<file path="src/rtl/serial_arith_pkg.sv">
// Shared types and constants for the bit-serial arithmetic blocks.
// Provides the sequencer state type, the default operand width and the counter-width helper.
package serial_arith_pkg;

    localparam int DEF_WIDTH = 8;

    typedef enum logic [1:0] {
        IDLE = 2'd0,
        RUN  = 2'd1,
        DONE = 2'd2
    } state_t;

    // Bits needed to count operand positions 0..n-1; never narrower than one bit.
    function automatic int calcCw(input int n);
        return (n <= 2) ? 1 : $clog2(n);
    endfunction

endpackage

</file>
<file path="src/rtl/fa.sv">
// Single-bit full adder that the serial sequencer time-shares across operand bits.
module fa (
    output logic Cout,
    output logic Sum,
    input  logic A,
    input  logic B,
    input  logic Cin
);

    assign Sum  = A ^ B ^ Cin;
    assign Cout = (A & B) | (Cin & (A ^ B));

endmodule

</file>
<file path="src/rtl/serial_add_ctrl.sv">
// Bit-serial N-bit adder: feeds one operand bit per cycle, LSB first, through a single full adder.
// Optional macro SERIAL_ADD_SUB_EN adds a Sub input that turns the operation into OpA - OpB.
module serial_add_ctrl
    import serial_arith_pkg::*;
#(
    parameter int N = DEF_WIDTH
) (
    input  logic         Clk,
    input  logic         Reset,
    input  logic         Start,
    input  logic [N-1:0] OpA,
    input  logic [N-1:0] OpB,
    input  logic         Cin,
`ifdef SERIAL_ADD_SUB_EN
    input  logic         Sub,
`endif
    output logic         Busy,
    output logic         Done,
    output logic [N-1:0] Sum,
    output logic         Cout
);

    localparam int CW = calcCw(N);
    localparam logic [CW-1:0] LAST_BIT = CW'(N - 1);

    state_t          r_state;
    logic [N-1:0]    r_shA;
    logic [N-1:0]    r_shB;
    logic [N-1:0]    r_shS;
    logic            r_carry;
    logic [CW-1:0]   r_cnt;
    logic [N-1:0]    r_sum;
    logic            r_cout;

    logic            w_faSum;
    logic            w_faCout;
    logic [N-1:0]    w_shSNext;

    fa u_fa (w_faCout, w_faSum, r_shA[0], r_shB[0], r_carry);

    // New sum bit enters at the MSB so after N shifts the first bit sits at bit 0.
    assign w_shSNext = {w_faSum, (N-1)'(r_shS >> 1)};

    assign Busy = (r_state == RUN);
    assign Done = (r_state == DONE);
    assign Sum  = r_sum;
    assign Cout = r_cout;

    always_ff @(posedge Clk) begin
        if (Reset) begin
            r_state <= IDLE;
            r_shA   <= '0;
            r_shB   <= '0;
            r_shS   <= '0;
            r_carry <= 1'b0;
            r_cnt   <= '0;
            r_sum   <= '0;
            r_cout  <= 1'b0;
        end else begin
            case (r_state)
                IDLE, DONE: begin
                    if (Start) begin
                        r_state <= RUN;
                        r_shA   <= OpA;
                        r_cnt   <= '0;
`ifdef SERIAL_ADD_SUB_EN
                        // Two's-complement subtract: invert B and force the carry-in.
                        r_shB   <= Sub ? ~OpB : OpB;
                        r_carry <= Sub ? 1'b1 : Cin;
`else
                        r_shB   <= OpB;
                        r_carry <= Cin;
`endif
                    end else begin
                        r_state <= IDLE;
                    end
                end
                RUN: begin
                    r_shA   <= r_shA >> 1;
                    r_shB   <= r_shB >> 1;
                    r_shS   <= w_shSNext;
                    r_carry <= w_faCout;
                    r_cnt   <= r_cnt + CW'(1);
                    if (r_cnt == LAST_BIT) begin
                        r_state <= DONE;
                        r_sum   <= w_shSNext;
                        r_cout  <= w_faCout;
                    end
                end
                default: r_state <= IDLE;
            endcase
        end
    end

endmodule
</file>
<file path="config.mk">
export PLATFORM = sky130hd
export DESIGN_NAME = serial_add_ctrl
export DESIGN_NICKNAME = d
export VERILOG_FILES = /design/src/rtl/serial_arith_pkg.sv /design/src/rtl/fa.sv /design/src/rtl/serial_add_ctrl.sv
export SDC_FILE = /design/constraint.sdc
export NUM_CORES = 1
export LEC_CHECK = 0
export CORE_MARGIN = 2
export CORE_UTILIZATION = 41
export CTS_BUF_LIST = sky130_fd_sc_hd__clkbuf_2
export DETAILED_ROUTE_END_ITERATION = 16
export PLACE_DENSITY = 0.68
export SLEW_MARGIN = 20
export SYNTH_ARGS = -nofsm -noshare
export SYNTH_HDL_FRONTEND = slang
export SYNTH_SLANG_ARGS = --single-unit
</file>
<file path="constraint.sdc">
create_clock -name Clk -period 1.2 [get_ports Clk]
set_input_delay 0.24 -clock Clk [delete_from_list [all_inputs] [get_ports Clk]]
set_output_delay 0.24 -clock Clk [all_outputs]
set_load 0.05 [all_outputs]
</file>
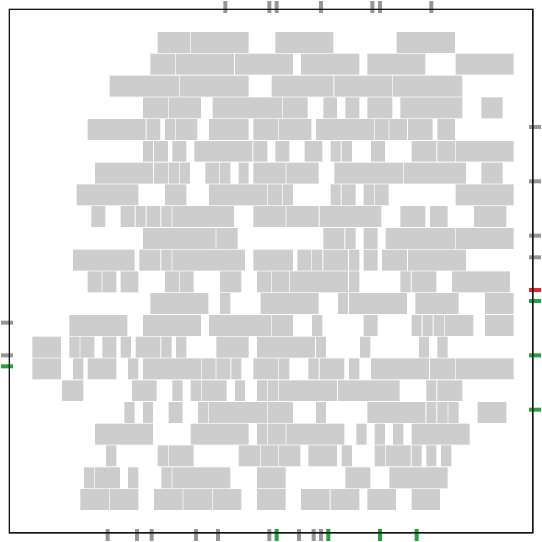
**Above:** ports around the boundary.
Scale: 8 px per µm. Pins as bars across the die edge, other pins in grey.
Key: green = OpB [pins 8, direction input, edge 4 bottom, 3 right, 1 left]; red = Reset [pins 1, direction input, edge right]
die span in x: 65.27 µm
buffers added on ports: 30
Die H: 65.27 µm

==> flow_summary_export.csv <==
group,metric,value,unit
global_route,antenna_found_initial,0,
pwr,power_leakage,0.8241,nW
floorplanning,io_pins,31,
sta,max_slew_margin,85.36,%
drt,routedWlPerCell,11.96,µm
cts,cts-root-buf,"clkbuf_2",
finish,antenna_cells,0,
yosys,synth.distinct_cells,17,
cts,clkSlewWorstSetupHoldPaths,0.16,ns
sta,setup_violations,9,
yosys,floorplan.nets,212,
cts,h-tree-depth,2,
drt,postRouteAntennaNets,0,
cts,cts_tree,"yes",
critical_path,critPathCaptureType,"output pin",
hold_path,whs_path_depth,3,
drt,via_per_inst,4.938,
sta,slew_violations,0,
finish,nets,251,
drt,drtIter0Drc,64,
sta,min_period,1.370,ns
sta,rsz0062_at_grt,"yes",
pwr,p_total,2.241,mW
finish,synthToLayoutAreaGrowth,48.78,%
critical_path,cp_num_buf_inv,2,
finish,stdcell_count,275,
finish,final_area,2290,µm²
finish,layout.cells.most_common,"nand2_1",
global_route,grt_pass1_vias,1255,
yosys,ys_ff,38,
critical_path,start_kind,"register",
floorplanning,num_rows,22,
critical_path,setup.worst_path.start,"r_state[0]",
sta,worst_slack,-0.1703,ns
yosys,yosys_warnings,0,
drt,vias,1358,
outcome,violations,"setup timing",
drt,routed_wl,3288,µm
global_route,grt_usage,16.80,%
place,place_area,2061,µm²
global_route,globalRouteOverflowTotal,0,
critical_path,cpPeakStageDelay,0.38,ns
sta,setup_tns,-0.4282,ns
yosys,synth_seq_share,49.43,%
cts,clock.latency.late_pin,0.37,ns
sta,finalHoldViolations,0,
critical_path,path_delay_family,"flip-flops",
drt,drc,0,
outcome,status,"finished with violations",
place,dp.cells,264,
job,maxCapViolCount,0,
sta,final.setup_skew,0.009923,ns
cts,hold_buffers,0,
yosys,netlist_area,1539,µm²
critical_path,slowest_stage,"dfxtp_2",
pwr,p_per_area,978.9,nW/µm²
hold_path,hold_start,"OpA[7]",
critical_path,crit_type,"register to output pin",
yosys,avgSynthCellArea,8.143,µm²
floorplanning,fp_util,42.36,%
finish,final_cell_mix,"nand2_1, dfxtp_1, clkdlybuf4s50_1",
place,gp_congestion,0.7369,
sta,fmax,729.8,MHz
sta,period_used_share,114.2,%
yosys,yosys_cells,189,
cts,clock-sinks,38,
sta,holdWs,0.3876,ns
global_route,grt_max_degree,44,
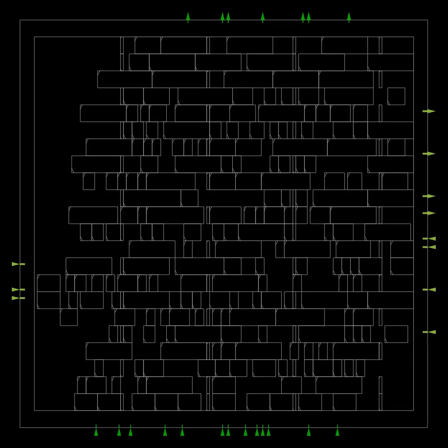
**Above:** placed standard cells.
flop share of the area: 34.70%
core area: 3633 µm²
Util after Layout: 63.02%
Flop Count: 38
Filler Cell Count: 307

[cell families after synthesis]
group	share of synthesized area [%]
AND-OR/OR-AND	15.85
adder cells (fa/ha/maj)	2.927
buffers and inverters	6.666
flip-flops	49.43
AND/OR/NAND/NOR	25.12
[Yosys cell counts]
cell type  instances  area, µm²
a21oi_1           21      105.1
a311oi_1          15      131.4
nand3b_1           1      7.510
ha_1               2      25.02
nand2b_1           3      18.77
buf_6              3      33.78
buf_2              4      20.02
nand3_1           14      70.07
inv_2              1      3.750
fa_1               1      20.02
nor2b_1            2      12.51
nor2_1            17      63.81
nand2_1           57      214.0
o21a_1             1      7.510
dfxtp_1           38      760.7
clkbuf_1           6      22.52
buf_4              3      22.52
[state kept, by name, indices dropped and copies added (netlist names)]
register	flops
r_shB	8
r_state	2
r_cnt	3
r_shA	8
Cout	1
Sum	8
r_shS	7
r_carry	1
[worst paths after layout]
path         endpoint  slack [ns]
min reg2reg  r_shS[1]        0.47
max reg2reg  r_shB[1]       -0.04
min          r_shA[7]        0.39
max              Done       -0.17
[final cells by class]
type	count	area, µm²
Clock buffer	5	25.02
Clock inverter	1	3.754
Timing Repair Buffer	48	601.8
Sequential cell	38	794.5
Fill cell	307	1344
Inverter	1	6.256
Multi-Input combinational cell	134	798.3
Tap cell	48	60.06
[layer usage]
layer / routed length, µm / vias up / global-route usage [%]
li1: - / 713 / -
met1: 1540 / 609 / 21.38
met2: 1542 / 30 / 26.91
met3: 151 / 6 / 3.767
met4: 55 / 0 / 8.073
met5: 0 / - / 0
[worst register-to-register path, cell delays in order (launching register included)]
cell and delay (ns):
dfxtp_2 0.38, buf_4 0.14, nor2b_1 0.14, buf_4 0.17
nand2_1 0.07, a311oi_2 0.27
[stage by stage]
step	worst slack, ns	utilization, %
6_report	-0.1703	63.02
5_1_grt	-0.2328	63.02
4_1_cts	-0.1926	62.22
3_5_place_dp	-0.2944	56.71
3_3_place_gp	-0.2510	56.71
2_1_floorplan	0.01297	-
[power by group]
group | switching (mW) | internal, mW
combinational | 0.194 | 0.200
sequential | 0.0403 | 1.32
clock | 0.375 | 0.116
total | 0.609 | 1.63
[timing repair]
item,in CTS,in global routing
pin swaps,11,11
gates resized,37,21
buffers inserted,4,2
endpoints found under the setup margin,14,41
gates cloned,1,0
Power and IR drop assume default switching activity.
